<file path="src/rtl/rv32i_lsu_if.sv">
// -----------------------------------------------------------------------------
// rv32i_lsu_if
// Data-memory bus between the RV32I load/store unit and the data memory.
// Request/grant handshake for the address phase, rvalid for read data return.
//
// Signals:
//   mem_req    LSU -> mem  bus request, held until mem_gnt
//   mem_we     LSU -> mem  1 = write, 0 = read
//   mem_addr   LSU -> mem  word-aligned byte address
//   mem_be     LSU -> mem  byte enables, bit n covers mem_wdata[8n+7:8n]
//   mem_wdata  LSU -> mem  lane-aligned store data
//   mem_gnt    mem -> LSU  request accepted this cycle
//   mem_rvalid mem -> LSU  read data valid this cycle
//   mem_rdata  mem -> LSU  read data (full word, LSU extracts the lanes)
//
// Modports: master (LSU side), slave (memory side).
// -----------------------------------------------------------------------------
interface rv32i_lsu_if;
    logic        mem_req;
    logic        mem_we;
    logic [31:0] mem_addr;
    logic [3:0]  mem_be;
    logic [31:0] mem_wdata;
    logic        mem_gnt;
    logic        mem_rvalid;
    logic [31:0] mem_rdata;

    modport master (
        output mem_req,
        output mem_we,
        output mem_addr,
        output mem_be,
        output mem_wdata,
        input  mem_gnt,
        input  mem_rvalid,
        input  mem_rdata
    );

    modport slave (
        input  mem_req,
        input  mem_we,
        input  mem_addr,
        input  mem_be,
        input  mem_wdata,
        output mem_gnt,
        output mem_rvalid,
        output mem_rdata
    );
endinterface

</file>
<file path="src/rtl/rv32i_lsu.sv">
// -----------------------------------------------------------------------------
// rv32i_lsu
// Load/store unit for the RV32I datapath. Takes the effective address, store
// data and funct3 access size from the core, turns byte/half/word accesses into
// word-aligned bus transactions with byte enables, and returns sign- or
// zero-extended load data to write-back. The core is stalled while an access
// is outstanding.
//
// Parameters:
//   TIMEOUT_CYCLES  max cycles spent in REQ+WAIT before bus_err (0 = no watchdog)
//   CNT_W           watchdog counter width, TIMEOUT_CYCLES < 2**CNT_W
//
// Ports:
//   clk, rst        clock, synchronous active-high reset
//   req_valid       core presents an access this cycle
//   is_store        1 = store, 0 = load
//   ctrl[2:0]       funct3: 000 B, 001 H, 010 W, 100 BU, 101 HU (others = word)
//   addr[31:0]      effective byte address
//   wdata[31:0]     store data (rs2)
//   stall           hold the pipeline (req_valid & ~done)
//   done            one-cycle pulse, access complete
//   load_data[31:0] extended load result, valid while done = 1
//   bus_err         one-cycle pulse with done when the watchdog expires
//   misalign_err    (only with LSU_MISALIGN_TRAP_EN) pulse with done on a
//                   misaligned half/word access; the bus is not touched
//   bus             rv32i_lsu_if.master data-memory bus
//
// Build option: define LSU_MISALIGN_TRAP_EN to trap misaligned half/word
// accesses. Without it, misaligned accesses simply use the lane rules and
// ignore the low address bits that do not fit the access size.
// -----------------------------------------------------------------------------
module rv32i_lsu #(
    parameter int TIMEOUT_CYCLES = 0,
    parameter int CNT_W          = 8
) (
    input  logic        clk,
    input  logic        rst,
    input  logic        req_valid,
    input  logic        is_store,
    input  logic [2:0]  ctrl,
    input  logic [31:0] addr,
    input  logic [31:0] wdata,
    output logic        stall,
    output logic        done,
    output logic [31:0] load_data,
    output logic        bus_err,
`ifdef LSU_MISALIGN_TRAP_EN
    output logic        misalign_err,
`endif
    rv32i_lsu_if.master bus
);

    typedef enum logic [1:0] {
        IDLE,
        REQ,
        WAIT,
        DONE
    } state_t;

    localparam bit             WD_EN   = (TIMEOUT_CYCLES > 0);
    localparam logic [CNT_W-1:0] TO_LAST =
        (TIMEOUT_CYCLES > 0) ? CNT_W'(TIMEOUT_CYCLES - 1) : '0;

    state_t           state_q;
    logic [CNT_W-1:0] cnt_q;
    logic             is_store_q;
    logic [1:0]       size_q;
    logic             unsigned_q;
    logic [1:0]       addr_lo_q;
    logic             done_q;
    logic             bus_err_q;
    logic [31:0]      load_data_q;
    logic             mem_req_q;
    logic             mem_we_q;
    logic [31:0]      mem_addr_q;
    logic [3:0]       mem_be_q;
    logic [31:0]      mem_wdata_q;

    logic [3:0]       be_lane;
    logic [31:0]      wdata_lane;
    logic [4:0]       shamt;
    logic [31:0]      shifted;
    logic [31:0]      load_ext;
    logic             wd_expire;

    // ctrl[1:0] alone selects the size: 00 byte, 01 half, 1x word. That also
    // folds the undefined codes 011/110/111 into word accesses.
    always_comb begin
        be_lane    = 4'b1111;
        wdata_lane = wdata;
        case (ctrl[1:0])
            2'b00: begin
                be_lane    = 4'b0001 << addr[1:0];
                wdata_lane = {4{wdata[7:0]}};
            end
            2'b01: begin
                be_lane    = addr[1] ? 4'b1100 : 4'b0011;
                wdata_lane = {2{wdata[15:0]}};
            end
            default: ;
        endcase
    end

    // Load extraction works on the raw bus word: shift the addressed lane down
    // to bit 0, then sign- or zero-extend according to the latched access.
    always_comb begin
        shamt = 5'd0;
        case (size_q)
            2'b00:   shamt = {addr_lo_q, 3'b000};
            2'b01:   shamt = {addr_lo_q[1], 4'b0000};
            default: ;
        endcase
        shifted  = bus.mem_rdata >> shamt;
        load_ext = shifted;
        case (size_q)
            2'b00:   load_ext = {{24{~unsigned_q & shifted[7]}}, shifted[7:0]};
            2'b01:   load_ext = {{16{~unsigned_q & shifted[15]}}, shifted[15:0]};
            default: ;
        endcase
    end

    // The counter is cleared on accept and never exceeds TIMEOUT_CYCLES, so
    // ">=" also catches a load granted on its last allowed REQ cycle.
    assign wd_expire = WD_EN && (cnt_q >= TO_LAST);

`ifdef LSU_MISALIGN_TRAP_EN
    logic misaligned;
    logic misalign_q;

    assign misaligned   = ((ctrl[1:0] == 2'b01) & addr[0]) |
                          (ctrl[1] & (addr[1:0] != 2'b00));
    assign misalign_err = misalign_q;
`endif

    // Single FSM process; every bus and status output is a register written
    // here. done/bus_err/misalign_err default low so they pulse for exactly
    // the one cycle spent in DONE. Completion events win over the watchdog.
    always_ff @(posedge clk) begin
        if (rst) begin
            state_q     <= IDLE;
            cnt_q       <= '0;
            is_store_q  <= 1'b0;
            size_q      <= 2'b00;
            unsigned_q  <= 1'b0;
            addr_lo_q   <= 2'b00;
            done_q      <= 1'b0;
            bus_err_q   <= 1'b0;
            load_data_q <= '0;
            mem_req_q   <= 1'b0;
            mem_we_q    <= 1'b0;
            mem_addr_q  <= '0;
            mem_be_q    <= '0;
            mem_wdata_q <= '0;
`ifdef LSU_MISALIGN_TRAP_EN
            misalign_q  <= 1'b0;
`endif
        end else begin
            done_q    <= 1'b0;
            bus_err_q <= 1'b0;
`ifdef LSU_MISALIGN_TRAP_EN
            misalign_q <= 1'b0;
`endif
            case (state_q)
                IDLE: begin
                    if (req_valid) begin
                        is_store_q  <= is_store;
                        size_q      <= ctrl[1:0];
                        unsigned_q  <= ctrl[2];
                        addr_lo_q   <= addr[1:0];
                        cnt_q       <= '0;
                        mem_we_q    <= is_store;
                        mem_addr_q  <= {addr[31:2], 2'b00};
                        mem_be_q    <= be_lane;
                        mem_wdata_q <= wdata_lane;
`ifdef LSU_MISALIGN_TRAP_EN
                        if (misaligned) begin
                            state_q     <= DONE;
                            done_q      <= 1'b1;
                            misalign_q  <= 1'b1;
                            load_data_q <= '0;
                        end else begin
                            state_q   <= REQ;
                            mem_req_q <= 1'b1;
                        end
`else
                        state_q   <= REQ;
                        mem_req_q <= 1'b1;
`endif
                    end
                end
                REQ: begin
                    cnt_q <= cnt_q + CNT_W'(1);
                    if (bus.mem_gnt) begin
                        mem_req_q <= 1'b0;
                        if (is_store_q) begin
                            state_q <= DONE;
                            done_q  <= 1'b1;
                        end else begin
                            state_q <= WAIT;
                        end
                    end else if (wd_expire) begin
                        mem_req_q   <= 1'b0;
                        state_q     <= DONE;
                        done_q      <= 1'b1;
                        bus_err_q   <= 1'b1;
                        load_data_q <= '0;
                    end
                end
                WAIT: begin
                    cnt_q <= cnt_q + CNT_W'(1);
                    if (bus.mem_rvalid) begin
                        load_data_q <= load_ext;
                        state_q     <= DONE;
                        done_q      <= 1'b1;
                    end else if (wd_expire) begin
                        state_q     <= DONE;
                        done_q      <= 1'b1;
                        bus_err_q   <= 1'b1;
                        load_data_q <= '0;
                    end
                end
                DONE: begin
                    state_q <= IDLE;
                end
                default: begin
                    state_q <= IDLE;
                end
            endcase
        end
    end

    assign stall         = req_valid & ~done_q;
    assign done          = done_q;
    assign bus_err       = bus_err_q;
    assign load_data     = load_data_q;
    assign bus.mem_req   = mem_req_q;
    assign bus.mem_we    = mem_we_q;
    assign bus.mem_addr  = mem_addr_q;
    assign bus.mem_be    = mem_be_q;
    assign bus.mem_wdata = mem_wdata_q;

endmodule

</file>
<file path="src/flat_wrapper.sv">
// flat-port wrapper written by rule: the top's interface ports become plain ports
module rv32i_lsu_flat 
#(
    parameter int TIMEOUT_CYCLES = 0,
    parameter int CNT_W          = 8
)
  (clk, rst, req_valid, is_store, ctrl, addr, wdata, stall, done, load_data, bus_err, bus_mem_req, bus_mem_we, bus_mem_addr, bus_mem_be, bus_mem_wdata, bus_mem_gnt, bus_mem_rvalid, bus_mem_rdata);
  rv32i_lsu_if bus_i ();
  input  logic clk;
  input  logic rst;
  input  logic req_valid;
  input  logic is_store;
  input  logic [2:0] ctrl;
  input  logic [31:0] addr;
  input  logic [31:0] wdata;
  output logic stall;
  output logic done;
  output logic [31:0] load_data;
  output logic bus_err;
  output wire logic [$bits(bus_i.mem_req)-1:0] bus_mem_req;
  output wire logic [$bits(bus_i.mem_we)-1:0] bus_mem_we;
  output wire logic [$bits(bus_i.mem_addr)-1:0] bus_mem_addr;
  output wire logic [$bits(bus_i.mem_be)-1:0] bus_mem_be;
  output wire logic [$bits(bus_i.mem_wdata)-1:0] bus_mem_wdata;
  input wire logic [$bits(bus_i.mem_gnt)-1:0] bus_mem_gnt;
  input wire logic [$bits(bus_i.mem_rvalid)-1:0] bus_mem_rvalid;
  input wire logic [$bits(bus_i.mem_rdata)-1:0] bus_mem_rdata;
  assign bus_mem_req = bus_i.mem_req;
  assign bus_mem_we = bus_i.mem_we;
  assign bus_mem_addr = bus_i.mem_addr;
  assign bus_mem_be = bus_i.mem_be;
  assign bus_mem_wdata = bus_i.mem_wdata;
  assign bus_i.mem_gnt = bus_mem_gnt;
  assign bus_i.mem_rvalid = bus_mem_rvalid;
  assign bus_i.mem_rdata = bus_mem_rdata;
  rv32i_lsu #(.TIMEOUT_CYCLES(TIMEOUT_CYCLES), .CNT_W(CNT_W)) u_core (.clk(clk), .rst(rst), .req_valid(req_valid), .is_store(is_store), .ctrl(ctrl), .addr(addr), .wdata(wdata), .stall(stall), .done(done), .load_data(load_data), .bus_err(bus_err), .bus(bus_i));
endmodule
</file>
<file path="config.mk">
export PLATFORM = sky130hd
export DESIGN_NAME = rv32i_lsu_flat
export DESIGN_NICKNAME = d
export VERILOG_FILES = /design/src/rtl/rv32i_lsu_if.sv /design/src/rtl/rv32i_lsu.sv /design/src/flat_wrapper.sv
export SDC_FILE = /design/constraint.sdc
export NUM_CORES = 1
export LEC_CHECK = 0
export ABC_AREA = 1
export CORE_AREA = 2 2 83 144
export CTS_BUF_LIST = sky130_fd_sc_hd__clkbuf_8 sky130_fd_sc_hd__clkbuf_16
export CTS_CLUSTER_DIAMETER = 200
export DETAILED_ROUTE_END_ITERATION = 6
export DIE_AREA = 0 0 85 146
export PLACE_DENSITY = 0.95
export SYNTH_ARGS = -nofsm -noshare
export SYNTH_HDL_FRONTEND = slang
export SYNTH_SLANG_ARGS = --single-unit
</file>
<file path="constraint.sdc">
create_clock -name clk -period 3.8 [get_ports clk]
set_input_delay 0.95 -clock clk [delete_from_list [all_inputs] [get_ports clk]]
set_output_delay 0.95 -clock clk [all_outputs]
set_load 0.02 [all_outputs]
</file>
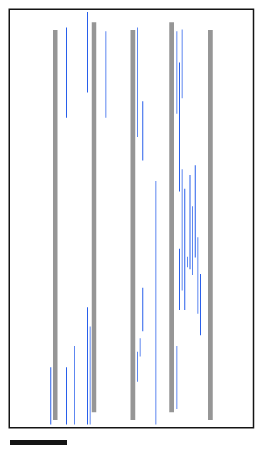
run_1/layer_met4.png
Bar = 20 um. Supply wires on this layer in grey.
main direction	vertical
share of all routed wire	4.9%
nets with wire on the layer	26
longest straight run	85.0 um
wire length on this layer	769 um

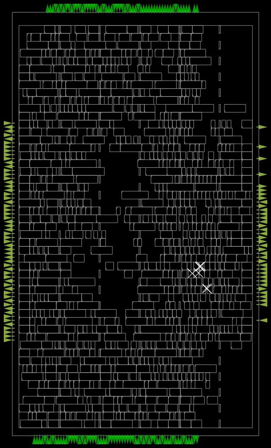
run_1/placement.png
flop count: 108
Final Core Density: 0.6707
# Taps: 132

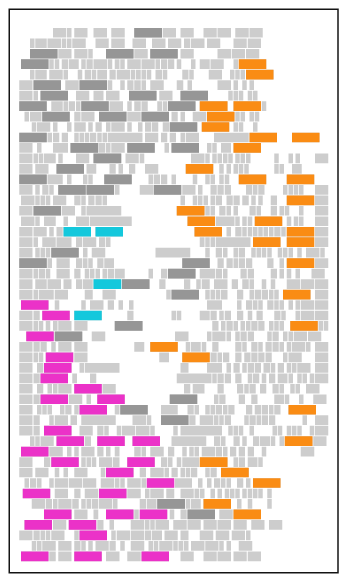
run_1/flops_by_reg.png
Other sequential cells in the stronger grey, the rest of the logic in the fainter grey.
colour	netlist name	sequential cells
orange	u_core.load_data	32
magenta	u_core.bus.mem_addr	30
cyan	u_core.bus.mem_be	4

==> impl_metrics.toml, run 1 <==
# flow metrics
[run_status]
status = "finished with violations"
violations = "design-rule violations"

[worst_setup_path]
regToRegSetupSlack_ns = 1.34
path_max_fanout = 2
worstSetupPathDepth = 4
path_cells = "clkdlybuf4s50_1 -> inv_1 -> nor2_1 -> clkdlybuf4s50_1"
start_kind = "input port"
critPathKind = "in2out"
ff2ff_path_depth = 8
rr_endpoint = "u_core.load_data[16]"
timing.rr.start = "u_core.size_q[1]"
worst-path-buf-inv = 3
cp_data_arrival_time_ns = 2.18
worstSetupEndpointType = "output pin"

[power_and_ir_drop]
irDropWorstVdd_mv = 0.4271
pg_clk_mw = 0.996
pwr-share-comb = 0.454
clkPwrFrac = 0.209
p_seq_mw = 1.61
p_leak_nw = 3.405
maxPowerGroup = "combinational cells"

[cells_and_area]
stdcell_count = 1083
inverters = 98
biggestCellCategory = "logic gates"
logic_area_sq_um = 2362
sh_comb_area = 0.3154
area_share_nonclk_buffers = 0.2827
drive_above_1_share = 0.04311
antenna_cells = 0
area_delta_synth_final_pct = 45.26
lay_top_count = "clkdlybuf4s50_1"
layout.nets = 1055
buffers = 214
num-fill-cells = 902
regArea_sq_um = 2162
layout_top_cells = "205 x clkdlybuf4s50_1, 147 x nand2_1, 143 x nor2_1"
clockNetworkAreaShare = 0.04210

[sta]
holdWs_ns = 0.4674
max_freq_mhz = 319.5
setup_viol = 0
setup_ws_ns = 0.6702
setup_tns_ns = 0
rsz0062_at_grt = "no"
worst_pin_slew_ns = 0.7992

[worst_hold_path]
hold_depth = 2
min_from = "u_core.bus.mem_wdata[6]"
hold_end = "u_core.bus.mem_wdata[6]"

[routing]
post_drt_wl_per_cell_um = 14.51
viasPerCell = 5.153
drtIter0Drc = 265
wl_um = 15720
via_count = 5581
drc_errors = 20
wl_met1_um = 5430
dr.max_layer_used = "met4"
firstDrtPassIters = 7
route.met3.wl_um = 1106
wl_met2_um = 8412

[placed_design]
place_congestion = 0.9372
io_buffer_count = 206
hpwlAfterDp_um = 11600
place_area_sq_um = 7174

[clock_tree]
numCtsBuffers = 9
post_cts_resized = 0
post_cts_buffers = 0
holdBufCountCts = 0
clockBufferDepth = 2
cts_tree = "yes"

[logic_synthesis]
fa_ha_area_frac = 0.007280
xor_share = 0
logic_family = "simple AND/OR/NAND/NOR gates"
top_area_cell = "dfxtp_1"
syn_inst = 771
ys_types = 29
synthTopCellsByArea = "dfxtp_1 42%, nand2_1 11%, nor2_1 10%"
ys_seq_frac = 0.4193
synth-main-ff-cell = "dfxtp_1"
yosys.area_share.aoi = 0.1424
ys_cells = 771

[grt]
grt_max_degree = 59
met2_usage = 0.4531
grt_pass1_wl_um = 24760
grt_pass1_vias = 5313
grt_use_met3 = 0.06183

[floorplanning]
die_w_um = 85
dieHeight_um = 146
fp.coreArea_sq_um = 11170
fp_util = 0.4617

[flow_run]
maxCapViolCount = 0
warnings = 28
--- run 2 (diff from run 1) ---
--- a/config.mk
+++ b/config.mk
@@ -6,12 +6,12 @@
 export NUM_CORES = 1
 export LEC_CHECK = 0
 export ABC_AREA = 1
-export CORE_AREA = 2 2 83 144
+export CORE_AREA = 2 2 90 158
 export CTS_BUF_LIST = sky130_fd_sc_hd__clkbuf_8 sky130_fd_sc_hd__clkbuf_16
 export CTS_CLUSTER_DIAMETER = 200
 export DETAILED_ROUTE_END_ITERATION = 6
-export DIE_AREA = 0 0 85 146
-export PLACE_DENSITY = 0.95
+export DIE_AREA = 0 0 92 160
+export PLACE_DENSITY = 0.86
 export SYNTH_ARGS = -nofsm -noshare
 export SYNTH_HDL_FRONTEND = slang
 export SYNTH_SLANG_ARGS = --single-unit
==> constraint.sdc (replaced) <==
create_clock -name clk -period 2.65 [get_ports clk]
set_input_delay 0.6625 -clock clk [delete_from_list [all_inputs] [get_ports clk]]
set_output_delay 0.6625 -clock clk [all_outputs]
set_load 0.02 [all_outputs]
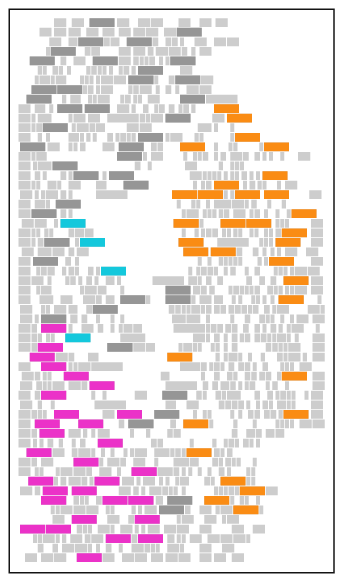
run_2/flops_by_reg.png
Other sequential cells in the stronger grey, the rest of the logic in the fainter grey.
colour	netlist name	sequential cells
orange	u_core.load_data	32
cyan	u_core.bus.mem_be	4
magenta	u_core.bus.mem_addr	30
not coloured	42
Seq group: 2.30 mW
Final Core Density: 0.5609
Flop area: 2162 sq um
Seq/total area: 0.2844

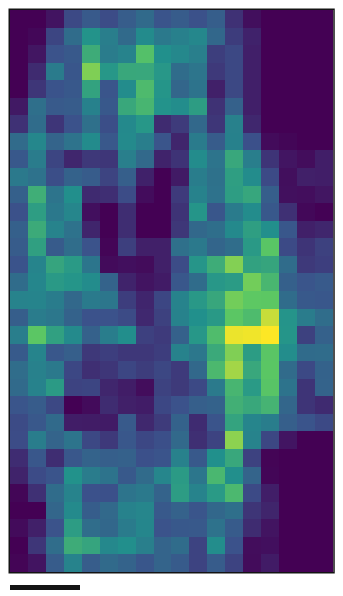
run_2/metal_density.png
Bar = 20 um. The die is cut into 18 by 32 equal tiles; dark purple is low, yellow is high, scaled to the fullest tile. Values are wire area over tile area, all layers added.
densest ninth of the die	right middle
nearly empty tiles	14%
emptiest ninth of the die	top right
tiles over half the peak	15%
mean over tiles	0.18
fullest tile	0.63

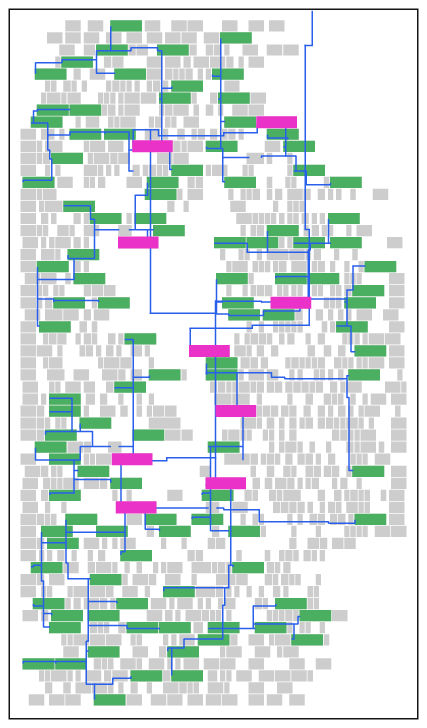
run_2/clk_routes.png
[magenta] clock drivers | count: 9
[green] flip-flops | count: 108
[blue] clock wires | length: 1330 um
flops lie	widely spread
routed clock nets	10

==> run 2 against run 1 <==
Effect of this change: count of clock-buffer cells in the layout unchanged; the flow now finishes without violations; critical endpoint unchanged; final cell count increased by 5.0%; largest cell class unchanged; flip-flop count unchanged; die area increased by 19%; global-route usage decreased by 3.1 points; first-iteration DRC count increased by 8.7%; critical path type unchanged.
==> impl_metrics.toml, run 2 <==
# flow metrics
[grt]
grt_use_met3 = 0.04434
grt_pass1_wl_um = 25630
grt_max_degree = 59
grt.overflow.total = 0
grt_pass1_vias = 5157
met2_usage = 0.3967

[sta]
setup_tns_ns = 0
setup_ws_ns = 0.09344
rsz0062_at_grt = "no"
holdWs_ns = 0.4697
final.min_clock_period_ns = 2.557
setup_viol = 0
worst_pin_slew_ns = 0.6530
max_freq_mhz = 391.2

[clock_tree]
post_cts_buffers = 0
numCtsBuffers = 9
holdBufCountCts = 0
clockBufferDepth = 2
cts_tree = "yes"
cts.sinks = 108
root_buffer = "clkbuf_16"
post_cts_resized = 0

[worst_setup_path]
regToRegSetupSlack_ns = 0.72
timing.rr.start = "u_core.size_q[1]"
worstSetupPathDepth = 4
cp_data_arrival_time_ns = 1.89
path_cells = "clkdlybuf4s50_1 -> inv_1 -> nor2_1 -> clkdlybuf4s50_1"
worstSetupEndpointType = "output pin"
ff2ff_path_depth = 8
worst-path-buf-inv = 3
start_kind = "input port"
rr_endpoint = "u_core.load_data[29]"
critPathKind = "in2out"
path_max_fanout = 2

[logic_synthesis]
top_area_cell = "dfxtp_1"
yosys.area_share.aoi = 0.1424
logic_family = "simple AND/OR/NAND/NOR gates"
fa_ha_area_frac = 0.007280
xor_share = 0
syn_avg_cell_area_sq_um = 6.688
ys_cells = 771
ys_types = 29
edf_count = 0
most_common_cell = "nand2_1"
ys_seq_frac = 0.4193
syn_inst = 771

[power_and_ir_drop]
clkPwrFrac = 0.198
irDropWorstVdd_mv = 0.4928
maxPowerGroup = "combinational cells"
pg_clk_mw = 1.34
p_leak_nw = 3.435

[floorplanning]
fp.coreArea_sq_um = 13550
dieHeight_um = 160
die_w_um = 92
fp_util = 0.3805
nWellTaps = 177

[routing]
drc_errors = 0
wl_um = 16200
via_count = 5566
viasPerCell = 4.895
post_drt_wl_per_cell_um = 14.25
dr.max_layer_used = "met4"
wl_met1_um = 5929
firstDrtPassIters = 7
drtIter0Drc = 288
route.met3.wl_um = 953
wl_met2_um = 8590

[cells_and_area]
clkbuf_count = 10
logic_area_sq_um = 2362
area_delta_synth_final_pct = 47.42
clockNetworkAreaShare = 0.03918
layout.nets = 1063
drive_above_1_share = 0.05417
inverters = 98
biggestCellCategory = "logic gates"
layout_top_cells = "205 x clkdlybuf4s50_1, 147 x nand2_1, 143 x nor2_1"
antenna_cells = 0
buffers = 222
lay_top_count = "clkdlybuf4s50_1"
seq_cells = 108
area_share_nonclk_buffers = 0.2881
num-fill-cells = 1301
stdcell_count = 1137

[placed_design]
hpwlAfterDp_um = 12040
place_area_sq_um = 7303
place_congestion = 0.9430
io_buffer_count = 206
placed_cells = 1121

[worst_hold_path]
min_from = "u_core.bus.mem_wdata[22]"
hold_end = "u_core.bus.mem_wdata[22]"
hold_depth = 2

[flow_run]
warnings = 28
maxCapViolCount = 0

[run_status]
status = "finished, final reports clean"
Power and IR drop assume default switching activity.
